run_1/gate_families.png
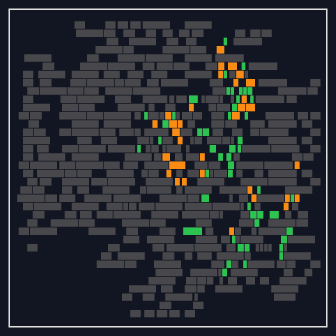
run_1/clock_map.png
Scale bar: 20 um.
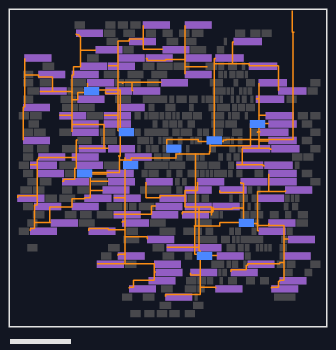
run_1/cell_classes.png
Scale bar: 20 um.
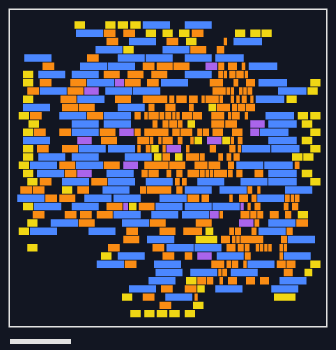
$ cat config.mk
export PLATFORM = sky130hd
export DESIGN_NAME = sys_display_scan_flat
export DESIGN_NICKNAME = d
export VERILOG_FILES = /design/src/rtl/sys_display_scan_pkg.sv /design/src/rtl/sys_display_scan_if.sv /design/src/rtl/sys_display_scan_seg7_decode.sv /design/src/rtl/sys_display_scan.sv /design/src/flat_wrapper.sv
export SDC_FILE = /design/constraint.sdc
export NUM_CORES = 1
export LEC_CHECK = 0
export ABC_AREA = 0
export CAP_MARGIN = 0
export CORE_MARGIN = 1.5
export CORE_UTILIZATION = 45
export DETAILED_ROUTE_END_ITERATION = 7
export GPL_ROUTABILITY_DRIVEN = 0
export PLACE_DENSITY = 0.73
export REMOVE_ABC_BUFFERS = 1
export SLEW_MARGIN = 25
export SYNTH_ARGS = -nofsm -noshare
export SYNTH_HDL_FRONTEND = slang
export SYNTH_SLANG_ARGS = --single-unit
export TNS_END_PERCENT = 30
$ cat constraint.sdc
create_clock -name SYS_clk -period 2.4 [get_ports SYS_clk]
set_input_delay 0.24 -clock SYS_clk [delete_from_list [all_inputs] [get_ports SYS_clk]]
set_output_delay 0.24 -clock SYS_clk [all_outputs]
set_load 0.02 [all_outputs]
$ cat src/rtl/sys_display_scan_pkg.sv
// ----------------------------------------------------------------------------
// sys_display_scan_pkg
// Shared definitions for the debug-word 7-segment scanner:
//   - active-low segment patterns {g,f,e,d,c,b,a} for hex digits 0-F
//   - the all-off pattern used while dark or blanking
//   - default refresh divider and the debug word type
// ----------------------------------------------------------------------------
package sys_display_scan_pkg;

   localparam int REFRESH_DIV_DEFAULT = 50000;

   typedef logic [31:0] disp_word_t;

   localparam logic [6:0] SEG_0     = 7'h40;
   localparam logic [6:0] SEG_1     = 7'h79;
   localparam logic [6:0] SEG_2     = 7'h24;
   localparam logic [6:0] SEG_3     = 7'h30;
   localparam logic [6:0] SEG_4     = 7'h19;
   localparam logic [6:0] SEG_5     = 7'h12;
   localparam logic [6:0] SEG_6     = 7'h02;
   localparam logic [6:0] SEG_7     = 7'h78;
   localparam logic [6:0] SEG_8     = 7'h00;
   localparam logic [6:0] SEG_9     = 7'h10;
   localparam logic [6:0] SEG_A     = 7'h08;
   localparam logic [6:0] SEG_B     = 7'h03;
   localparam logic [6:0] SEG_C     = 7'h46;
   localparam logic [6:0] SEG_D     = 7'h21;
   localparam logic [6:0] SEG_E     = 7'h06;
   localparam logic [6:0] SEG_F     = 7'h0E;
   localparam logic [6:0] SEG_BLANK = 7'h7F;

endpackage

$ cat src/rtl/sys_display_scan_if.sv
// ----------------------------------------------------------------------------
// sys_display_scan_if
// Valid/ready channel carrying a 32-bit debug word into the display scanner.
//   disp_data  : word to display            (source -> scanner)
//   disp_valid : disp_data valid this cycle (source -> scanner)
//   disp_ready : scanner can take a word    (scanner -> source)
// ----------------------------------------------------------------------------
interface sys_display_scan_if;
   import sys_display_scan_pkg::*;

   disp_word_t disp_data;
   logic       disp_valid;
   logic       disp_ready;

   modport master (output disp_data, output disp_valid, input  disp_ready);
   modport slave  (input  disp_data, input  disp_valid, output disp_ready);
endinterface

$ cat src/rtl/sys_display_scan_seg7_decode.sv
// ----------------------------------------------------------------------------
// seg7_decode
// Combinational hex nibble to active-low 7-segment pattern {g,f,e,d,c,b,a}.
//   nib_i : 4-bit value 0-F
//   seg_o : segment pattern, 0 = segment lit
// ----------------------------------------------------------------------------
module seg7_decode
   import sys_display_scan_pkg::*;
(
   input  logic [3:0] nib_i,
   output logic [6:0] seg_o
);

   // Nibble to segment lookup
   always_comb begin
      seg_o = SEG_BLANK;
      case (nib_i)
         4'h0:    seg_o = SEG_0;
         4'h1:    seg_o = SEG_1;
         4'h2:    seg_o = SEG_2;
         4'h3:    seg_o = SEG_3;
         4'h4:    seg_o = SEG_4;
         4'h5:    seg_o = SEG_5;
         4'h6:    seg_o = SEG_6;
         4'h7:    seg_o = SEG_7;
         4'h8:    seg_o = SEG_8;
         4'h9:    seg_o = SEG_9;
         4'hA:    seg_o = SEG_A;
         4'hB:    seg_o = SEG_B;
         4'hC:    seg_o = SEG_C;
         4'hD:    seg_o = SEG_D;
         4'hE:    seg_o = SEG_E;
         4'hF:    seg_o = SEG_F;
         default: seg_o = SEG_BLANK;
      endcase
   end

endmodule

$ cat src/rtl/sys_display_scan.sv
// ----------------------------------------------------------------------------
// sys_display_scan
// Shows a 32-bit debug word as hex digits on a time-multiplexed common-anode
// 7-segment display. A new word is held in a one-entry pending buffer and only
// swapped into the shown word at a frame boundary, so a frame never mixes words.
//   SYS_clk       : system clock, rising edge
//   SYS_reset_n   : asynchronous active-low reset
//   disp          : valid/ready word input (slave side)
//   disp_blank_en : 1 = blank leading-zero digits (digit 0 always lit)
//   seg_out       : active-low segments {g,f,e,d,c,b,a}, registered
//   an_out        : active-low digit anodes, one-cold when lit, registered
//   frame_done    : 1-cycle pulse the cycle after the last slot of a frame ends
// ----------------------------------------------------------------------------
module sys_display_scan
   import sys_display_scan_pkg::*;
#(
   parameter int DIGITS      = 8,
   parameter int REFRESH_DIV = REFRESH_DIV_DEFAULT,
   parameter int CNT_W       = 16
)(
   input  logic              SYS_clk,
   input  logic              SYS_reset_n,
   sys_display_scan_if.slave disp,
   input  logic              disp_blank_en,
   output logic [6:0]        seg_out,
   output logic [DIGITS-1:0] an_out,
   output logic              frame_done
);

   localparam int IDX_W = (DIGITS > 1) ? $clog2(DIGITS) : 1;
   localparam logic [CNT_W-1:0] CNT_LAST = CNT_W'(REFRESH_DIV - 1);
   localparam logic [IDX_W-1:0] IDX_LAST = IDX_W'(DIGITS - 1);

   logic [CNT_W-1:0]  cnt_q, cnt_d;
   logic [IDX_W-1:0]  idx_q, idx_d;
   disp_word_t        shown_q, shown_d;
   disp_word_t        pend_q, pend_d;
   logic              pend_full_q, pend_full_d;
   logic              lit_q, lit_d;
   logic [6:0]        seg_q, seg_d;
   logic [DIGITS-1:0] an_q, an_d;
   logic              frame_done_q;

   logic              tick_s;
   logic              frame_end_s;
   logic              xfer_s;
   logic [3:0]        nib_s;
   logic [6:0]        dec_s;
   logic [DIGITS-1:0] upper_zero_s;
   logic              blank_s;

   assign disp.disp_ready = ~pend_full_q;
   assign seg_out         = seg_q;
   assign an_out          = an_q;
   assign frame_done      = frame_done_q;

   // Prescaler, digit index and the "display has started" flag
   always_comb begin
      tick_s      = (cnt_q == CNT_LAST);
      frame_end_s = tick_s && (idx_q == IDX_LAST);
      cnt_d       = cnt_q + CNT_W'(1);
      idx_d       = idx_q;
      if (tick_s) begin
         cnt_d = {CNT_W{1'b0}};
         if (idx_q == IDX_LAST) begin
            idx_d = {IDX_W{1'b0}};
         end else begin
            idx_d = idx_q + IDX_W'(1);
         end
      end else begin
         cnt_d = cnt_q + CNT_W'(1);
      end
      // Outputs stay dark after reset until the scan actually starts moving.
      lit_d = lit_q | tick_s;
   end

   // Pending buffer and frame-boundary promotion into the shown word
   always_comb begin
      xfer_s      = disp.disp_valid && !pend_full_q;
      pend_d      = pend_q;
      pend_full_d = pend_full_q;
      shown_d     = shown_q;
      // Promotion only ever happens with a full buffer and transfer only with an
      // empty one, so the two never fight over pend_full_d. A word arriving on
      // the frame_end cycle lands in pending and waits for the next frame.
      if (frame_end_s && pend_full_q) begin
         shown_d     = pend_q;
         pend_full_d = 1'b0;
      end else if (xfer_s) begin
         pend_d      = disp.disp_data;
         pend_full_d = 1'b1;
      end else begin
         pend_full_d = pend_full_q;
      end
   end

   // Leading-zero detection: upper_zero_s[i] = nibbles i..DIGITS-1 all zero
   always_comb begin
      logic z;
      nib_s = shown_q[{idx_q, 2'b00} +: 4];
      for (int i = 0; i < DIGITS; i++) begin
         z = 1'b1;
         for (int j = i; j < DIGITS; j++) begin
            z = z & (shown_q[4*j +: 4] == 4'h0);
         end
         upper_zero_s[i] = z;
      end
      blank_s = disp_blank_en && (idx_q != {IDX_W{1'b0}}) && upper_zero_s[idx_q];
   end

   seg7_decode u_dec (
      .nib_i (nib_s),
      .seg_o (dec_s)
   );

   // Next values for the registered anode and segment outputs
   always_comb begin
      an_d  = {DIGITS{1'b1}};
      seg_d = SEG_BLANK;
      if (lit_q) begin
         an_d[idx_q] = 1'b0;
         seg_d       = blank_s ? SEG_BLANK : dec_s;
      end else begin
         an_d  = {DIGITS{1'b1}};
         seg_d = SEG_BLANK;
      end
   end

   // State and output registers
   always_ff @(posedge SYS_clk or negedge SYS_reset_n) begin
      if (!SYS_reset_n) begin
         cnt_q        <= {CNT_W{1'b0}};
         idx_q        <= {IDX_W{1'b0}};
         shown_q      <= 32'h0000_0000;
         pend_q       <= 32'h0000_0000;
         pend_full_q  <= 1'b0;
         lit_q        <= 1'b0;
         seg_q        <= SEG_BLANK;
         an_q         <= {DIGITS{1'b1}};
         frame_done_q <= 1'b0;
      end else begin
         cnt_q        <= cnt_d;
         idx_q        <= idx_d;
         shown_q      <= shown_d;
         pend_q       <= pend_d;
         pend_full_q  <= pend_full_d;
         lit_q        <= lit_d;
         seg_q        <= seg_d;
         an_q         <= an_d;
         frame_done_q <= frame_end_s;
      end
   end

endmodule
$ cat src/flat_wrapper.sv
// flat-port wrapper written by rule: the top's interface ports become plain ports
module sys_display_scan_flat import sys_display_scan_pkg::*;
#(
   parameter int DIGITS      = 8,
   parameter int REFRESH_DIV = REFRESH_DIV_DEFAULT,
   parameter int CNT_W       = 16
)
  (SYS_clk, SYS_reset_n, disp_blank_en, seg_out, an_out, frame_done, disp_disp_data, disp_disp_valid, disp_disp_ready);
  sys_display_scan_if disp_i ();
  input  logic SYS_clk;
  input  logic SYS_reset_n;
  input  logic disp_blank_en;
  output logic [6:0] seg_out;
  output logic [DIGITS-1:0] an_out;
  output logic frame_done;
  input wire logic [$bits(disp_i.disp_data)-1:0] disp_disp_data;
  input wire logic [$bits(disp_i.disp_valid)-1:0] disp_disp_valid;
  output wire logic [$bits(disp_i.disp_ready)-1:0] disp_disp_ready;
  assign disp_i.disp_data = disp_disp_data;
  assign disp_i.disp_valid = disp_disp_valid;
  assign disp_disp_ready = disp_i.disp_ready;
  sys_display_scan #(.DIGITS(DIGITS), .REFRESH_DIV(REFRESH_DIV), .CNT_W(CNT_W)) u_core (.SYS_clk(SYS_clk), .SYS_reset_n(SYS_reset_n), .disp(disp_i), .disp_blank_en(disp_blank_en), .seg_out(seg_out), .an_out(an_out), .frame_done(frame_done));
endmodule
==> run summary, run 1 <==
Total clock sinks = 101
Most common logic cells in the final layout = dfrtp_1, clkdlybuf4s50_1, mux2_2, mux2_4, nand2_1
CP arrival = 2470 ps
Clk_lat worst skew = 370 ps
Seq pwr share = 60.6%
H-Tree Depth = 3
P_leak = 2.464 nW
Number of enable flip-flop cells = 0
Final ANT Viol Nets = 0
Final wirelength = 8379 um
Ports = 53
Maxcap violations = 0
Average routed wire per standard cell = 15.37 um
Final Worst Setup Slack = 216.0 ps
R2R Setup Slk = 220 ps
Global-route wire length before repair = 14630 um
Pwr per Cell Area = 540.9 nW/um2
Slew @ Worst Pin = 534.9 ps
Core Region = 9864 um2
Total Neg Setup Slack = 0 ps
Pre-Place Util = 46.77%
Chip area = 10870 um2
Pint = 2.300 mW
GRT Resource Usage Total = 16.76%
Cell Count Post-Placement = 528
Sw power = 688.4 uW
Cell Count, Final, Fillers Out = 545
Max Clock Skew = 16.74 ps
Slew margin rel. = 63.32%
Initial DRC count = 115
Hold slack = 294.7 ps
CP endpoint kind = flip-flop
I/O Buffers = 52
Vias = 2902
Synth Area per Inst = 13.29 um2
Die width = 104.3 um
Synth-to-layout area growth = 19.75%
Yosys Warn Count = 0
Post-route minimum period = 2184 ps
Overall Power = 2.988 mW
CTS tree = built
Most frequent logic cell in the layout = dfrtp_1
Final Cycle Share = 91.00%
Final Hold Viols = 0
Clock tree buffer depth = 2
Fin nets = 453
Core Rows = 36
Root buffer cell = clkbuf_8
CP required = 2690 ps
Combinational power share = 5.4%
Syn Std Cell Area = 4613 um2
Switching share of power = 23.04%
Pre-antenna DRT Iters = 4
Count of cell types in the netlist = 46
Fin. max-slew vios = 0
Vias per cell = 5.325
Crit path kind = flip-flop to flip-flop
Vias in the first global route = 2964
DRC = 0
Crit path max fanout = 12
# diodes = 0
Registers, synthesis = 101
Seq share, synth = 55.19%
# setup viols final = 0
Die y size = 104.3 um
Status = completed
Synth Instances = 347
DP Worst Slack = 211.6 ps
Tool Warnings = 32
Worst VDD drop = 0.3344 mV
About gate_families.png:
| family | colour | cells | most used |
|---|---|---|---|
| inverting AOI/OAI gates | orange | 32 | o21ai_0 |
| NAND gates | green | 49 | nand2_1 |

About clock_map.png:
[clock wires] orange | length: 1130 um
[cells driving clock nets] blue | count: 9
[flip-flops] purple | count: 101
routed clock nets: 10

About cell_classes.png:
| class | colour | cells | share of their area |
|---|---|---|---|
| clock drivers and dummy loads | purple | 16 | 3.4% |
| all other logic | orange | 230 | 37% |
| other buffers and delay cells | yellow | 65 | 12% |
| flops | blue | 101 | 48% |

-- run 1: per-layer routing --
metal	up-vias	track usage [%]	wire (um)
met1	1460	22.07	3866
met4	0	5.357	108
met5	-	0	0
met3	11	4.010	294
li1	1373	-	-
met2	58	27.39	4110
-- run 1: power by group through the flow --
stage          sequential [mW]  clock [mW]  combinational [mW]
3_3_place_gp              1.84           0               0.159
4_1_cts                   1.81        1.06               0.169
5_1_grt                   1.82        1.12               0.180
2_1_floorplan             1.83           0              0.0630
3_5_place_dp              1.85           0               0.168
6_report                  1.81        1.01               0.163
-- run 1: area by class of cell --
cell class,count,area [um2]
clock buffers,11,141.4
clock inverters,5,42.54
fillers,833,4340
inverters,6,22.52
multi-input cells,224,1962
flip-flops and latches,101,2546
well taps,133,166.4
repair buffers,65,643.1
-- run 1: critical path: stages (launching register included) --
cell and delay [ps]:
dfrtp_1 380, buf_4 210, mux4_2 540, mux2i_1 210, inv_1 140, ha_1 230, nand2_1 90, o21ai_0 100
a22oi_1 140, nand2_1 70
-- run 1: metrics by stage --
stage,util [%],cell area (um2)
global placement,53.98,5325
detailed placement,53.98,5325
finish,56.00,5524
floorplan,-,4523
CTS,55.95,5519
global route,56.00,5524
-- run 1: kinds of logic (layout without fill, tap and decap cells) --
kind of cell | after synthesis | count (layout) | synth area share (%)
AOI/OAI and AO/OA | 34 | 34 | 4.719
xor gates and xnor gates | 10 | 10 | 1.898
adders and majority gates | 10 | 10 | 2.712
buffers and inverters | 22 | 87 | 2.441
DFF | 101 | 101 | 55.19
muxes | 79 | 79 | 22.40
and+or+nand+nor | 91 | 91 | 10.63
-- run 1: Yosys cell counts (2+ instances only) --
master    count  share of area, %
a211oi_1      2              0.33
a21oi_1       8              0.87
a22oi_1       3              0.49
and3_1        4              0.54
buf_1         3              0.24
buf_2         3              0.33
buf_6         3              0.73
clkbuf_1      6              0.49
dfrtp_1      86                47
dfstp_2      15               8.5
ha_1         10               2.7
inv_1         5              0.41
mux2_2       38               9.3
mux2_4       29               9.4
mux2i_1       8               1.7
mux4_2        4               2.0
nand2_1      24               2.0
nand2b_1      3              0.41
nand3_1      11               1.2
nand4_1       7              0.95
nand4b_1      2              0.38
nor2_1       16               1.3
nor2b_1       3              0.41
nor3_1        4              0.43
nor4_1        7              0.95
o211ai_1      2              0.33
o21ai_0      11               1.2
or3_1         4              0.54
xnor2_1       5              0.95
xor2_1        5              0.95
-- run 1: final timing paths --
check / from / endpoint / cells past startpoint
min in group SYS_clk: disp_disp_data[15] / u_core.pend_q[15] / 2
worst max-delay path: u_core.idx_q[0] / u_core.seg_out[6] / 9
max in group asynchronous: SYS_reset_n / u_core.pend_q[14] / 3
worst min-delay path: SYS_reset_n / u_core.cnt_q[2] / 2
worst max register to register: u_core.idx_q[0] / u_core.seg_out[6] / 9
worst min register to register: u_core.cnt_q[0] / u_core.cnt_q[0] / 1
-- run 1: repair_timing --
action,in CTS,in global routing
setup endpoints to repair,0,2
hold buffers,1,0
gates resized,0,1
endpoints found under the hold margin,21,0
buffers inserted,0,0
--- run 2 (diff from run 1) ---
--- a/config.mk
+++ b/config.mk
@@ -11,6 +11,7 @@
 export CORE_UTILIZATION = 45
 export DETAILED_ROUTE_END_ITERATION = 7
 export GPL_ROUTABILITY_DRIVEN = 0
+export HOLD_SLACK_MARGIN = 0.06
 export PLACE_DENSITY = 0.73
 export REMOVE_ABC_BUFFERS = 1
 export SLEW_MARGIN = 25
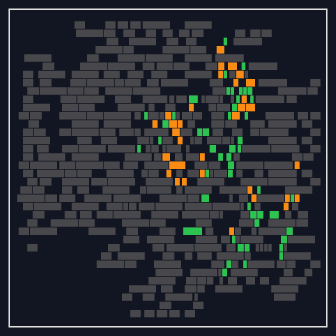
run_2/gate_families.png
| family | colour | cells | most used |
|---|---|---|---|
| NAND gates | green | 49 | nand2_1 |
| inverting AOI/OAI gates | orange | 32 | o21ai_0 |

==> run 2 against run 1 <==
  * Synthesized cell count unchanged
  * Setup slack is the same
  * Core utilization unchanged
  * Global-route usage stayed put
  * Die area unchanged
==> run summary, run 2 <==
Ys cells = 347
# setup viols final = 0
Registers, synthesis = 101
Crit path to = u_core.seg_out[6]
Die y size = 104.3 um
Root buffer cell = clkbuf_8
Syn Std Cell Area = 4613 um2
Most common cell in the netlist = dfrtp_1
# diodes = 0
CTS tree = built
Final Hold Viols = 0
Vias in the first global route = 2964
Clk_lat worst skew = 370 ps
Pre-Place Util = 46.77%
Placed inst area = 5325 um2
Most common logic cells in the final layout = dfrtp_1, clkdlybuf4s50_1, mux2_2, mux2_4, nand2_1
Seq share, synth = 55.19%
Max Clock Skew = 16.74 ps
Asr flop ratio synth = 100.0%
H-Tree Depth = 3
Synth-to-layout area growth = 19.75%
Biggest area cells = dfrtp_1, mux2_4, mux2_2
Crit path max fanout = 12
Count of cell types in the netlist = 46
Largest registers = u_core.pend_q x32, u_core.shown_q x32, u_core.cnt_q x16
Worst path max stage delay = 540 ps
Ports = 53
Most frequent logic cell in the layout = dfrtp_1
CP endpoint kind = flip-flop
Maxcap violations = 0
Maximum clock rate = 457.9 MHz
R2R Setup Slk = 220 ps
Final ANT Viol Nets = 0
R2R depth = 9
Synth top cells by count = dfrtp_1, mux2_2, mux2_4, nand2_1, nor2_1
R2R Path End = u_core.seg_out[6]
GRT Resource Usage Total = 16.76%
Synth Instances = 347
CP dominant cell by count = nand2_1
Crit path kind = flip-flop to flip-flop
Initial DRC count = 115
RSZ-0062 raised after global routing = true
Yosys Warn Count = 0
Die width = 104.3 um
Final Cycle Share = 91.00%
Design Area, Final = 5524 um2
Overall Power = 2.988 mW
I/O Buffers = 52
Crit path from = u_core.idx_q[0]
Cell Chain, Critical Path = buf_4 -> mux4_2 -> mux2i_1 -> inv_1 -> ha_1 -> nand2_1 -> o21ai_0 -> a22oi_1 -> nand2_1
Synth area leader = dfrtp_1
Pre-antenna DRT Iters = 4
Max-area cell share = 46.65%
Critical Path Slowest Stage Cell = mux4_2
Synth Area per Inst = 13.29 um2
Largest net degree at the start of global routing = 50
Average routed wire per standard cell = 15.37 um
Vias per cell = 5.325
Worst reg2reg startpoint = u_core.idx_q[0]
Fin nets = 453
Grt ovf = 0
P_leak = 2.464 nW
Pwr per Cell Area = 540.9 nW/um2
CP arrival = 2470 ps
CP startpoint kind = flip-flop
Slew margin rel. = 63.32%
Total clock sinks = 101
Post-CTS Setup Inserts = 0
DRC = 0
CP required = 2690 ps
Layout cells sized above 1 = 29.61%
Tool Warnings = 32
Post-route minimum period = 2184 ps
Status = completed
Clock tree buffer depth = 2
Slew @ Worst Pin = 534.9 ps
Final wirelength = 8379 um
Number of enable flip-flop cells = 0
Fin. max-slew vios = 0
Worst VDD drop = 0.3344 mV
Worst hold path type = input pin to asynchronous set/reset pin
Vias = 2902
DP Worst Slack = 211.6 ps
Num CTS Buffers = 9
Main synth FF type = dfrtp_1
Clk slew on worst S/H paths = 100 ps
Global-route wire length before repair = 14630 um
Initial antenna violation count = 0
Final Worst Setup Slack = 216.0 ps
Yosys stat area = 4613 um2
Chip area = 10870 um2
Final HPWL DP = 6124 um
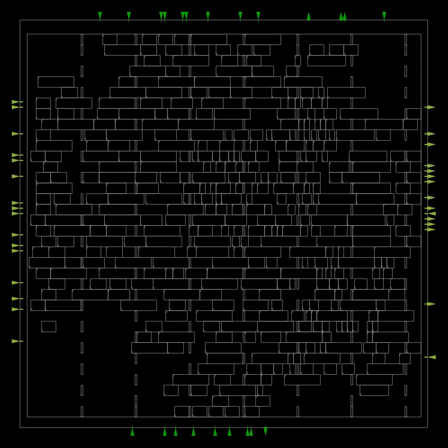
run_2/final_placement.png
Filler cells: 833
Cell Count, Final, Fillers Out: 545
Core Region: 9864 um2
Core Rows: 36

-- run 2: cell type report --
type / instances / area [um2]
clock inverter: 5 / 42.54
tap: 133 / 166.4
fill: 833 / 4340
clock buffer: 11 / 141.4
multi-input combinational: 224 / 1962
timing repair buffer: 65 / 643.1
sequential: 101 / 2546
inverter: 6 / 22.52
-- run 2: where the power goes --
part           leakage (nW)  internal [mW]  switching (mW)
clock                0.0962          0.421           0.593
sequential             1.28           1.77          0.0390
combinational          1.09          0.107          0.0562
-- run 2: cell families (layout without fill, tap and decap cells) --
logic type / after synthesis / count (layout) / share of synthesized area (%)
muxes: 79 / 79 / 22.40
adders and majority gates: 10 / 10 / 2.712
DFF: 101 / 101 / 55.19
buffers and inverters: 22 / 87 / 2.441
AOI/OAI and AO/OA: 34 / 34 / 4.719
xor gates and xnor gates: 10 / 10 / 1.898
and+or+nand+nor: 91 / 91 / 10.63
-- run 2: worst min path at each step --
| stage | slack [ps] | cells after the start | startpoint | endpoint |
|---|---|---|---|---|
| 6_report | 290 | 2 | SYS_reset_n | u_core.cnt_q[2] |
| 5_1_grt | 310 | 2 | SYS_reset_n | u_core.cnt_q[2] |
| 2_1_floorplan | -60 | 0 | SYS_reset_n | u_core.cnt_q[0] |
| 3_5_place_dp | 160 | 1 | SYS_reset_n | u_core.cnt_q[2] |
| 4_1_cts | 300 | 2 | SYS_reset_n | u_core.cnt_q[2] |
| 3_3_place_gp | 150 | 1 | SYS_reset_n | u_core.cnt_q[2] |
-- run 2: routing by layer --
| metal | GRT usage (%) | share of wire, % | vias up |
|---|---|---|---|
| met4 | 5.357 | 1.3 | 0 |
| li1 | - | - | 1373 |
| met1 | 22.07 | 46 | 1460 |
| met2 | 27.39 | 49 | 58 |
| met5 | 0 | 0 | - |
| met3 | 4.010 | 3.5 | 11 |
-- run 2: worst max-delay path: cells and delay by family (launching register included) --
kind	cells	cell delay [ps]
multiplexers	2	750
flip-flops	1	380
adder cells (fa/ha/maj)	1	230
buffers and inverters	2	350
AND-OR/OR-AND	2	240
AND/OR/NAND/NOR	2	160
-- run 2: timing repair --
| item | CTS | global route |
|---|---|---|
| endpoints found under the setup margin | 0 | 2 |
| resized | 0 | 1 |
| hold buffers | 1 | 0 |
| hold endpoints to repair | 21 | 0 |
-- run 2: per-stage QoR --
step                      hold slack, ps  utilization (%)  setup TNS (ps)  std cells
after floorplan                   -55.59                -           -3908        331
after global placement             150.9            53.98               0        528
after detailed placement           155.8            53.98               0        528
after CTS                          297.8            55.95               0        545
after global routing               305.6            56.00          -1.292        545
final                              294.7            56.00               0        545
run_2/clock_map.png
Scale bar: 20 um.
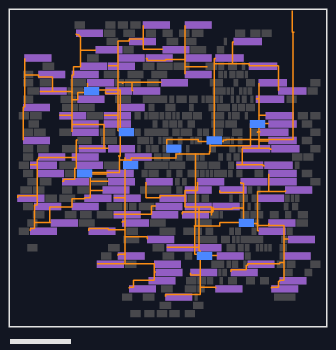

--- run 3 (diff from run 2) ---
--- a/config.mk
+++ b/config.mk
@@ -12,7 +12,8 @@
 export DETAILED_ROUTE_END_ITERATION = 7
 export GPL_ROUTABILITY_DRIVEN = 0
 export HOLD_SLACK_MARGIN = 0.06
-export PLACE_DENSITY = 0.73
+export PLACE_DENSITY_LB_ADDON = 0.2
+export RECOVER_POWER = 50
 export REMOVE_ABC_BUFFERS = 1
 export SLEW_MARGIN = 25
 export SYNTH_ARGS = -nofsm -noshare
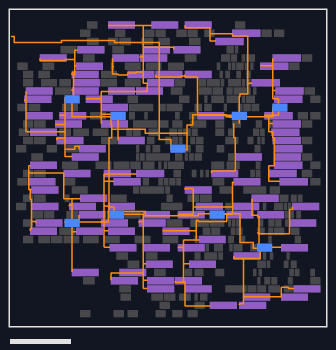
run_3/clock_map.png
Scale bar: 20 um.
[clock wires] orange | length: 1100 um
[flip-flops] purple | count: 101
[cells driving clock nets] blue | count: 9
flops lie: spread over the die

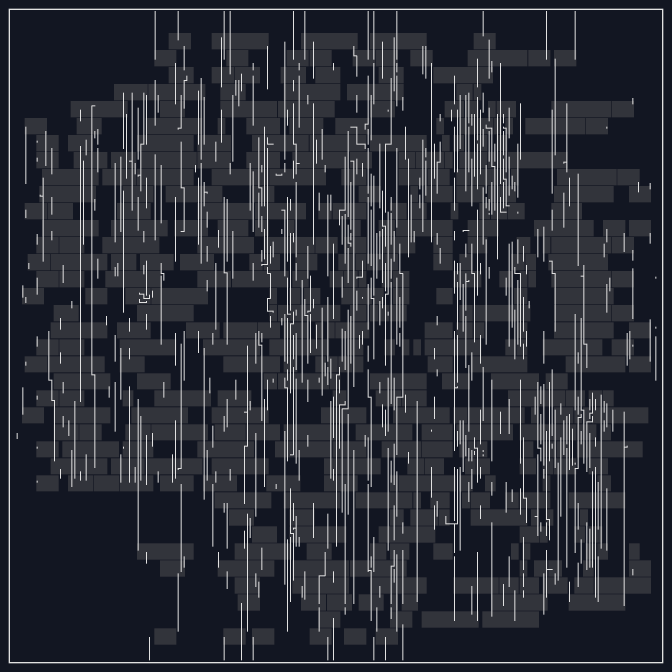
run_3/met2.png
longest straight run: 43.0 um
wire length on this layer: 3970 um
nets with wire on the layer: 384
share of all routed wire: 48%
main direction: vertical

==> run 3 against run 2 <==
  * Area after synthesis stayed put
  * Clock skew down 2.5 ps
  * Global-route usage is 0.19 points higher
  * Critical path type unchanged
  * Clock power decreased by 8%
  * Flip-flop count unchanged
  * Power fell by 2.8%
  * First-iteration DRC count down 15%
  * Routed wire length down 0.91%
  * Synthesized cell count did not move
==> run summary, run 3 <==
Status = completed
Average routed wire per standard cell = 15.18 um
Hold_sp = disp_disp_data[31]
Slew margin rel. = 27.81%
Final wirelength = 8303 um
H-Tree Depth = 3
Layout cells sized above 1 = 29.71%
Switching share of power = 21.75%
CP startpoint kind = flip-flop
R2R Path End = u_core.seg_out[3]
# setup viols final = 0
Crit path max fanout = 9
# diodes = 0
Total Neg Setup Slack = 0 ps
Clk_lat worst skew = 370 ps
Critical Path Slowest Stage Cell = dfrtp_2
Worst VDD drop = 0.4233 mV
Final Hold Viols = 0
Clock tree buffer depth = 2
Total clock sinks = 101
Grt ovf = 0
Synth Instances = 347
Vias = 2853
Pre-Place Util = 46.77%
Syn Std Cell Area = 4613 um2
Seq pwr share = 62.4%
Synth Area per Inst = 13.29 um2
Yosys Warn Count = 0
Final Cycle Share = 94.67%
Slew @ Worst Pin = 1083 ps
Die width = 104.3 um
R2R depth = 10
Max Clock Skew = 14.22 ps
Ports = 53
Worst reg2reg startpoint = u_core.idx_q[0]
Global-route wire length before repair = 14540 um
Cell Count Post-Placement = 530
CP arrival = 2570 ps
DRC = 0
Crit path kind = flip-flop to flip-flop
Synth-to-layout area growth = 19.72%
CP required = 2700 ps
Biggest area cells = dfrtp_1, mux2_4, mux2_2
Worst hold path type = input pin to flip-flop
FF/Latch Area = 2547 um2
Sw power = 631.6 uW
Hold endpoint = u_core.pend_q[31]
Fin. max-slew vios = 0
CP endpoint kind = flip-flop
Maximum clock rate = 440.1 MHz
Most common logic cells in the final layout = dfrtp_1, clkdlybuf4s50_1, mux2_2, mux2_4, nand2_1
Final ANT Viol Nets = 0
Core Region = 9864 um2
Die y size = 104.3 um
Chip area = 10870 um2
Seq share, synth = 55.19%
Vias per cell = 5.216
Largest net degree at the start of global routing = 59
Synth area leader = dfrtp_1
Clock Power Share = 32.2%
Post-route minimum period = 2272 ps
Count of cell types in the netlist = 46
Synth top cells by count = dfrtp_1, mux2_2, mux2_4, nand2_1, nor2_1
Pre-antenna DRT Iters = 5
R2R Setup Slk = 130 ps
Cell Chain, Critical Path = buf_4 -> buf_4 -> nand3_1 -> a21oi_1 -> or3_1 -> inv_1 -> ha_1 -> o211ai_1 -> o21ai_0 -> nand2_1
Filler cells = 844
Core Rows = 36
CTS tree = built
Max-area cell share = 46.65%
Registers, synthesis = 101
I/O Buffers = 52
CP dominant cell by count = buf_4
Tool Warnings = 31
Hold Crit Depth = 2
Root buffer cell = clkbuf_8
Final HPWL DP = 5901 um
Maxcap violations = 0
Clk slew on worst S/H paths = 90 ps
Overall Power = 2.904 mW
Asr flop ratio synth = 100.0%
Ys cells = 347
Cell Count, Final, Fillers Out = 547
Num CTS Buffers = 9
Logic area = 1957 um2
Yosys stat area = 4613 um2
Vias in the first global route = 2969
Worst path max stage delay = 490 ps
P_leak = 2.465 nW
run 3: cell counts after synthesis:
Identical to the previous run, type by type.
run 3: logic make-up after synthesis:
logic type / share of synthesized area, %
DFF: 55.19
muxes: 22.40
and+or+nand+nor: 10.63
AOI/OAI and AO/OA: 4.719
xor gates and xnor gates: 1.898
adders and majority gates: 2.712
buffers and inverters: 2.441
run 3: timing repair:
item | CTS | global route
hold buffers | 1 | 0
endpoints found under the setup margin | 1 | 1
hold endpoints to repair | 28 | 0
gates resized | 1 | 0
buffers inserted | 0 | 1
cloned | 0 | 0
run 3: cell type report:
type	count	share of cell area [%]
inverters	6	0.4078
multi-input cells	224	35.43
repair buffers	68	12.01
flip-flops and latches	101	46.13
well taps	133	3.013
clock buffers	11	2.560
clock inverters	4	0.4531
run 3: metrics by stage:
stage                     util [%]  setup slack (ps)  area [um2]  hold slack (ps)
after floorplan                  -            -99.65        4523           -55.59
after global placement       54.14             118.2        5340            262.8
after detailed placement     54.14             32.35        5340            269.2
after CTS                    55.94             116.8        5518            412.0
after global routing         55.99            -1.137        5523            460.4
final                        55.99             127.9        5523            475.4
run 3: power groups by stage:
stage	Sequential [mW]	Combinational (mW)	Clock, mW
after floorplan	1.83	0.0630	0
after global placement	1.84	0.158	0
after detailed placement	1.85	0.163	0
after CTS	1.81	0.164	0.973
after global routing	1.82	0.177	1.06
final	1.81	0.159	0.934
run 3: metal layers:
layer / up-vias / routed length, um / GRT usage (%)
met5: - / 0 / 0
met4: 0 / 122 / 5.456
met3: 15 / 318 / 5.075
met1: 1404 / 3894 / 22.17
met2: 59 / 3968 / 27.11
li1: 1375 / - / -
run 3: worst max-delay path by stage:
stage	startpoint	to	slack (ps)	depth (start not counted)
2_1_floorplan	u_core.cnt_q[0]	u_core.shown_q[10]	-100	6
4_1_cts	u_core.idx_q[0]	u_core.seg_out[3]	120	10
3_5_place_dp	u_core.idx_q[0]	u_core.seg_out[0]	30	9
3_3_place_gp	u_core.idx_q[0]	u_core.seg_out[3]	120	9
6_report	u_core.idx_q[0]	u_core.seg_out[3]	130	10
5_1_grt	u_core.idx_q[0]	u_core.seg_out[3]	-1	10
run 3: worst max-delay path, delay by kind of cell, from the launching register on:
family	cells	cell delay (ps)
flops	1	490
fa+ha+maj	1	260
simple gates	3	580
compound gates	3	350
buf+inv	3	520
Power figures rest on the tool's default switching activity, not on a simulated workload.
